## src/rtl/jtsdram_video_bars_pkg.sv

```systemverilog
// Shared types for the SDRAM test status screen: error-count width and the
// pixel classes produced by the colour priority encoder.
package jtsdram_video_bars_pkg;

  localparam int CNT_W = 8;
  localparam logic [CNT_W-1:0] CNT_MAX = 8'hFF;

  typedef enum logic [2:0] {
    PIX_BLANK  = 3'd0,
    PIX_SEP    = 3'd1,
    PIX_BAR    = 3'd2,
    PIX_LIVE   = 3'd3,
    PIX_STICKY = 3'd4,
    PIX_OK     = 3'd5
  } pix_e;

  function automatic logic [CNT_W-1:0] sat_inc(input logic [CNT_W-1:0] v);
    return (v == CNT_MAX) ? v : v + 8'd1;
  endfunction

endpackage

```

## src/rtl/jtsdram_errcnt.sv

```systemverilog
// Per-bank error tracker: rising-edge detector on the live mismatch flag,
// sticky flag and saturating event counter.
module jtsdram_errcnt
  import jtsdram_video_bars_pkg::*;
(
  input  logic             clk,
  input  logic             rst,
  input  logic             clr,
  input  logic             bad,
  output logic             sticky,
  output logic [CNT_W-1:0] cnt
);

  logic bad_dly;
  logic rise;

  assign rise = bad & ~bad_dly;

  // a clear coinciding with a new event keeps that event counted
  always_ff @(posedge clk) begin
    if (rst) begin
      bad_dly <= 1'b0;
      sticky  <= 1'b0;
      cnt     <= '0;
    end else begin
      bad_dly <= bad;
      sticky  <= bad | (sticky & ~clr);
      if (clr)
        cnt <= {{(CNT_W-1){1'b0}}, rise};
      else if (rise)
        cnt <= sat_inc(cnt);
      else
        cnt <= cnt;
    end
  end

endmodule

```

## src/rtl/jtsdram_video_bars.sv

```systemverilog
// SDRAM test status screen: one horizontal band per bank showing live/sticky
// state plus a red bar whose length is the bank's error-event count.
module jtsdram_video_bars
  import jtsdram_video_bars_pkg::*;
#(
  parameter int BANKS = 4,
  parameter int VW    = 8,
  parameter int CW    = 4,
  parameter int BLINK = 5
) (
  input  logic             clk,
  input  logic             rst,
  input  logic             LVBL,
  input  logic             LHBL,
  input  logic [VW-1:0]    vdump,
  input  logic [8:0]       hdump,
  input  logic             dwnld_busy,
  input  logic             clr_err,
  input  logic [BANKS-1:0] bad,
  output logic [CW-1:0]    red,
  output logic [CW-1:0]    green,
  output logic [CW-1:0]    blue,
  output logic             any_bad
);

  localparam int BW = $clog2(BANKS);
  localparam logic [CW-1:0] MAXC = {CW{1'b1}};
  localparam logic [CW-1:0] HALF = MAXC >> 1;

  logic [BANKS-1:0] sticky;
  logic [CNT_W-1:0] cnt [BANKS];

  logic             LVBL_l;
  logic [BLINK-1:0] fcnt;
  logic             blink;

  logic [BW-1:0]    band;
  logic             first_line;
  logic [CNT_W-1:0] band_cnt;
  pix_e             pix;
  logic [CW-1:0]    r_nx, g_nx, b_nx;
  logic             unused;

  assign unused = hdump[8];

  generate
    for (genvar i = 0; i < BANKS; i++) begin : g_bank
      jtsdram_errcnt u_errcnt (
        .clk    (clk),
        .rst    (rst),
        .clr    (clr_err),
        .bad    (bad[i]),
        .sticky (sticky[i]),
        .cnt    (cnt[i])
      );
    end
  endgenerate

  // frame counter advances on each falling edge of LVBL
  always_ff @(posedge clk) begin
    if (rst) begin
      LVBL_l <= 1'b1;
      fcnt   <= '0;
    end else begin
      LVBL_l <= LVBL;
      if (LVBL_l && !LVBL)
        fcnt <= fcnt + 1'b1;
      else
        fcnt <= fcnt;
    end
  end

  assign blink = fcnt[BLINK-1];

  // pixel class in priority order: blank, separator, bar, live, sticky, ok
  always_comb begin
    band       = vdump[VW-1 -: BW];
    first_line = (vdump[VW-BW-1:0] == '0);
    band_cnt   = cnt[band];
    pix        = PIX_OK;
    if (!LHBL || !LVBL)
      pix = PIX_BLANK;
    else if (first_line)
      pix = PIX_SEP;
    else if (hdump[7:0] < band_cnt)
      pix = PIX_BAR;
    else if (bad[band])
      pix = PIX_LIVE;
    else if (sticky[band])
      pix = PIX_STICKY;
    else
      pix = PIX_OK;
  end

  // colour mapping; download dims everything except blanking and separators
  always_comb begin
    r_nx = '0;
    g_nx = '0;
    b_nx = '0;
    case (pix)
      PIX_BLANK:  begin r_nx = '0;   g_nx = '0;   b_nx = '0;   end
      PIX_SEP:    begin r_nx = MAXC; g_nx = MAXC; b_nx = MAXC; end
      PIX_BAR:    begin r_nx = MAXC; g_nx = '0;   end
      PIX_LIVE:   begin r_nx = MAXC; g_nx = '0;   end
      PIX_STICKY: begin r_nx = MAXC; g_nx = HALF; end
      PIX_OK:     begin r_nx = '0;   g_nx = MAXC; end
      default:    begin r_nx = '0;   g_nx = '0;   b_nx = '0;   end
    endcase
    if (dwnld_busy && pix != PIX_BLANK && pix != PIX_SEP) begin
      r_nx = r_nx >> 1;
      g_nx = g_nx >> 1;
      b_nx = blink ? HALF : '0;
    end else begin
      b_nx = b_nx;
    end
  end

  // registered outputs
  always_ff @(posedge clk) begin
    if (rst) begin
      red     <= '0;
      green   <= '0;
      blue    <= '0;
      any_bad <= 1'b0;
    end else begin
      red     <= r_nx;
      green   <= g_nx;
      blue    <= b_nx;
      any_bad <= |sticky;
    end
  end

endmodule

```

## config.mk

```make
export PLATFORM = sky130hd
export DESIGN_NAME = jtsdram_video_bars
export DESIGN_NICKNAME = d
export VERILOG_FILES = /design/src/rtl/jtsdram_video_bars_pkg.sv /design/src/rtl/jtsdram_errcnt.sv /design/src/rtl/jtsdram_video_bars.sv
export SDC_FILE = /design/constraint.sdc
export NUM_CORES = 1
export LEC_CHECK = 0
export CORE_UTILIZATION = 31
export DETAILED_ROUTE_END_ITERATION = 8
export SLEW_MARGIN = 20
export SYNTH_ARGS = -nofsm -noshare
export SYNTH_HDL_FRONTEND = slang
export SYNTH_SLANG_ARGS = --single-unit
```

## constraint.sdc

```tcl
create_clock -name clk -period 2.9 [get_ports clk]
set_clock_uncertainty 0.05 [all_clocks]
set_input_delay 0.58 -clock clk [delete_from_list [all_inputs] [get_ports clk]]
set_output_delay 0.58 -clock clk [all_outputs]
set_load 0.01 [all_outputs]
```

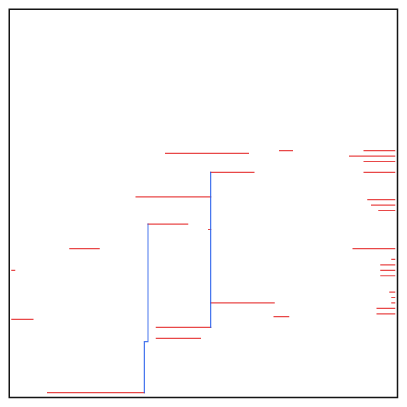
Figure 1: routed metal, one colour a layer.
(4 px per um) Only two layers are drawn.
M4 -> blue  # wire length 81.8 um
M3 -> red  # wire length 228 um

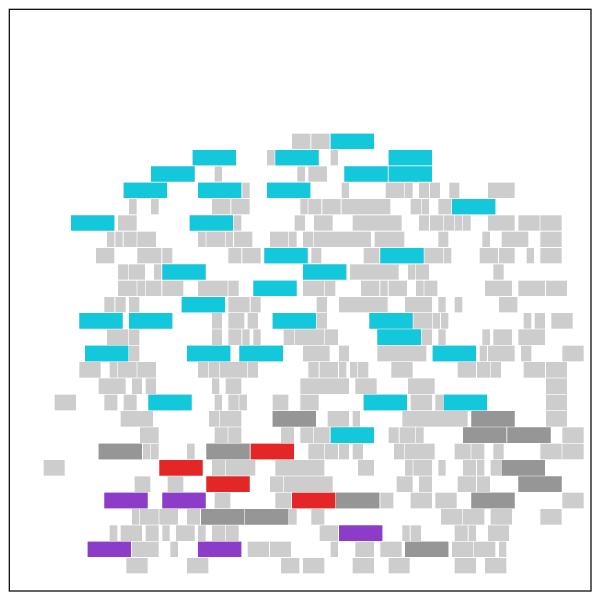
Figure 2: sequential cells grouped by signal name.
(6 px per um) Other sequential cells in the stronger grey, the rest of the logic in the fainter grey.
g_bank.u_errcnt.sticky -> red  # sequential cells 4, where bottom centre
fcnt -> purple  # sequential cells 5
g_bank.u_errcnt.cnt -> cyan  # sequential cells 32

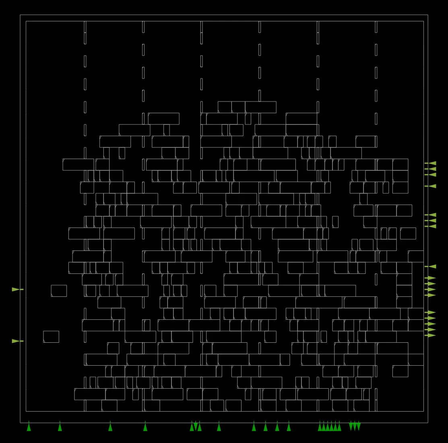
Figure 3: cell outlines without signal wires.
number of flip-flops and latches: 54
# Taps: 108
layout filler cell count: 861
register fraction of the total cell area: 32.7%
Final Util: 37.9%

==> CHANGELOG.md <==
### Metrics

- Site Rows: 34
- Die ar.: 9350 um2
- Boundary pin count: 40
- Clock insertion delay at the later pin of the skew report: 0.32 ns
- Routed WL: 5760 um
- Residual DRC: 0
- Count of buffer and inverter cells on the critical path: 2
- CTS root buffer: sky130_fd_sc_hd__clkbuf_8
- OpenROAD warning count: 27
- Count of pins over their slew limit: 0
- Global-route wire length before repair: 9630 um
- Worst Max-Slew Pin Slew: 0.721 ns
- Sequential Power Share: 53.5%
- Type of the most critical hold path: reg -> reg
- Relative contribution of the clock network to total power: 35.6%
- Final Hold Vio Count: 0
- Count of flip-flops with a built-in enable after synthesis: 0
- Post-synth top flop: sky130_fd_sc_hd__dfxtp_1
- Arrival @ worst endpoint: 2.89 ns
- Critical Path Start Type: input port
- Top achievable clock speed: 368 MHz
- Number of violations of the max-capacitance limit: 0
- Net load switching power: 345 uW
- Antenna cells: 0
- Synth Seq Share: 38.9%
- Vertical die dimension: 96.7 um
- Share of final-layout standard cells stronger than drive strength 1: 9.20%
- Internal power: 1110 uW
- Number of global-route vias before repair: 1991
- Via-to-Cell Ratio: 5.06
- Routed wire length per instance: 13.3 um
- Floorplan net count: 328
- Element type at the critical path end: flop
- Number of buffers added for setup after CTS: 0
- Outcome: finished clean
- Synthesized-area fraction occupied by xor and xnor cells: 5.67%
- Chip area in the Yosys report: 2780 um2
- Largest regs: g_bank.u_errcnt.cnt: 32 flops, fcnt: 5 flops
- Tally of buffers added on design ports: 38
- Placer's final routability congestion estimate: 0.798
- Sum of negative setup slack: 0 ns
- Worst IR Drop VDD: 0.000225 V
- Tally of unique sky130hd cells used after synthesis: 49
- Leakage component of the power: 0.00120 uW
- TritonCTS clock tree: built
- Detail Placement HPWL: 4480 um
- Switching share of power: 23.8%
- Count of endpoints failing setup in the final report: 0
- Worst hold-check slack: 0.427 ns
- YS warnings: 0
- Gr ovfl total: 0
- Bufs on Longest Clock Path: 2
- Number of nets at the end of the flow: 364
- Die boundary width: 96.7 um
- Core Density at Floorplan: 31.9%
- Slowest cell on the critical path: sky130_fd_sc_hd__mux4_2
- Worst slack at placement: -0.441 ns
- Overall fraction of global-route tracks in use: 12.8%
- Period utilisation layout: 93.8%
- Antenna Violating Nets Remaining: 0
- Req. time, crit path: 3.07 ns
- Critical-path cell list: dlygate4sd2_1, mux4_2, inv_1, ha_1, and4_1, a41oi_1, nor3_1, or2_2, a31o_2
- Hold_buf cts: 0
- Number of flip-flops in the largest register: 32
- Power density relative to cell area: 439 nW/um2
- Number of antenna violations at the first check in global routing: 0
- Total clock buffers created by CTS: 5
- Slew margin rel.: 51.7%
- Top logic cell family in the synthesized netlist: simple AND/OR/NAND/NOR gates
- And+or+nand+nor area frac: 23.2%
- Fraction of synthesized area in multiplexers: 9.59%
- Iteration-0 DRC Markers: 81
- Arithmetic-cell share of the synthesized area counting full adders, half adders and majority gates: 5.40%
- Syn-to-layout area delta: 18.8%
- Largest net degree at the start of global routing: 28
- Cell family contributing the most delay on the critical path: simple AND/OR/NAND/NOR gates
- H-tree levels: 2
- Maximum fanout along the worst path: 5
- Largest incremental delay on the critical path: 0.56 ns
- Worst setup path category: in -> reg
- Number of cells in the yosys synthesis report: 289
- Smallest setup slack after layout: 0.181 ns
- Sinks on the clock net: 54
- Number of storage elements in the synthesis netlist: 54
- Overall power of the completed layout: 1450 uW
- Time the worst path needs with I/O delays and setup: 2.72 ns
- Post-Syn Instances: 289
- Compound-Gate Fraction of Synth Area: 10.5%
- Clock slew at reported path FFs: 0.10 ns
- Via count: 2195
- Mapped Avg Cell Area: 9.62 um2
- Proportion of power drawn by combinational gates: 10.9%
- Unrepaired setup endpoints after global routing: no
- Post-layout instance area: 3300 um2
- Standard cell core area: 8720 um2
- Count of TritonRoute iterations in the first routing pass: 4
- Fraction of registers with async set or reset after synthesis: 0%
- Register with the most flip-flops: g_bank.u_errcnt.cnt
- Netlist area before placement: 2780 um2
- Post-detailed-placement cell area: 3190 um2
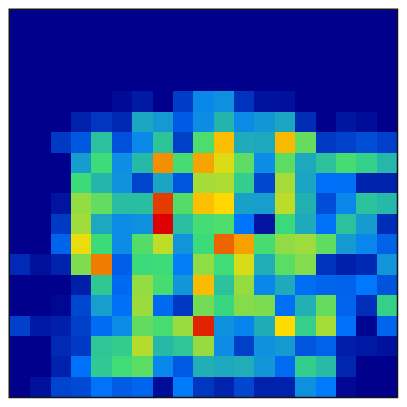
Figure 4: wire density map.
(4 px per um) 19 x 19 tiles, from dark blue (low) to red (high), scaled to the fullest tile. Values are wire area over tile area, all layers added.
mean over tiles = 0.096
fullest tile = 0.41
tiles over half the peak = 17%
nearly empty tiles = 34%
emptiest ninth of the die = upper left
densest ninth of the die = centre

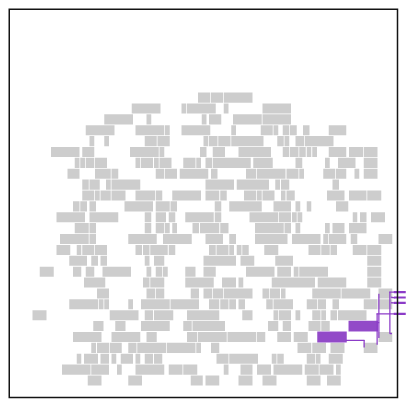
Figure 5: nets reached from selected ports.
(4 px per um)
red -> purple  # bits 4, direction output, end cells 2, buffers 4, wire 43.4 um

worst register-to-register path, delay by kind of cell, from the launching register on:
family	cells	cell delay, ns
AND-OR/OR-AND	2	0.42
adder cells (fa/ha/maj)	1	0.23
buffers and inverters	1	0.08
flip-flops	1	0.37
multiplexers	1	0.48
AND/OR/NAND/NOR	3	0.63
Yosys cell counts, types with 8 or more instances:
cell type,n,share of area [%]
sky130_fd_sc_hd__xnor2_1,8,2.5
sky130_fd_sc_hd__nor2b_1,8,1.8
sky130_fd_sc_hd__inv_1,11,1.5
sky130_fd_sc_hd__nor2_1,34,4.6
sky130_fd_sc_hd__mux4_2,8,6.5
sky130_fd_sc_hd__xor2_1,10,3.2
sky130_fd_sc_hd__nand3_1,13,2.3
sky130_fd_sc_hd__ha_1,12,5.4
sky130_fd_sc_hd__a21oi_1,19,3.4
sky130_fd_sc_hd__nor3_1,8,1.4
sky130_fd_sc_hd__dfxtp_1,54,39
sky130_fd_sc_hd__nand2_1,17,2.3
path summary, 6_finish.rpt:
check	startpoint	endpoint	slack [ns]	cells after the start
max	vdump[6]	green[3]	0.18	9
min	fcnt[4]	blue[1]	0.43	2
max reg2reg	g_bank[2].u_errcnt.cnt[5]	green[3]	0.54	8
min reg2reg	fcnt[4]	blue[1]	0.43	2
cell families after synthesis:
kind of cell / after synthesis
flops: 54
buf+inv: 25
simple gates: 119
xor+xnor: 18
fa+ha+maj: 12
compound gates: 46
mux: 15
metal layers:
metal  routed length, um  track usage, %  vias to the layer above
met3                 228            3.25                        7
met2                2580            19.3                       36
met5                   0               0                        -
li1                    -               -                     1115
met4                  81            4.13                        0
met1                2870            17.9                     1037
area by class of cell:
class,instances,area [um2]
fillers,861,5420
multi-input cells,210,1520
flip-flops and latches,54,1080
repair buffers,43,415
well taps,108,135
clock buffers,5,68.8
clock inverters,3,43.8
inverters,11,41.3
power by group through the flow:
stage	Sequential, uW	Clock, uW	Combinational [uW]
after floorplan	791	0	99.7
after global placement	793	0	157
after detailed placement	793	0	159
after CTS	776	532	159
after global routing	779	565	175
final	776	516	158
repair_timing:
action                                 4_1_cts  5_1_grt
setup endpoints to repair                    2        0
gates resized                                2        0
endpoints found under the hold margin        0        0
placed cells by master, fill, tap and decap left out, types with 7 or more instances in the layout:
cell type / instances
sky130_fd_sc_hd__clkdlybuf4s50_1: 36
sky130_fd_sc_hd__o21ai_0: 7
sky130_fd_sc_hd__xnor2_1: 8
sky130_fd_sc_hd__a21oi_1: 19
sky130_fd_sc_hd__nand4_1: 7
sky130_fd_sc_hd__nor2b_1: 8
sky130_fd_sc_hd__nand2_1: 17
sky130_fd_sc_hd__xor2_1: 10
sky130_fd_sc_hd__nor3_1: 8
sky130_fd_sc_hd__dfxtp_1: 54
sky130_fd_sc_hd__mux4_2: 8
sky130_fd_sc_hd__and4_1: 7
sky130_fd_sc_hd__ha_1: 12
sky130_fd_sc_hd__nand3_1: 13
sky130_fd_sc_hd__inv_1: 11
sky130_fd_sc_hd__nor2_1: 34
stage by stage:
step / std cells / utilization (%)
6_report: 434 / 37.9
5_1_grt: 434 / 37.9
3_3_place_gp: 426 / 36.6
2_1_floorplan: 289 / -
3_5_place_dp: 426 / 36.6
4_1_cts: 434 / 37.8
Power figures rest on the tool's default switching activity, not on a simulated workload.
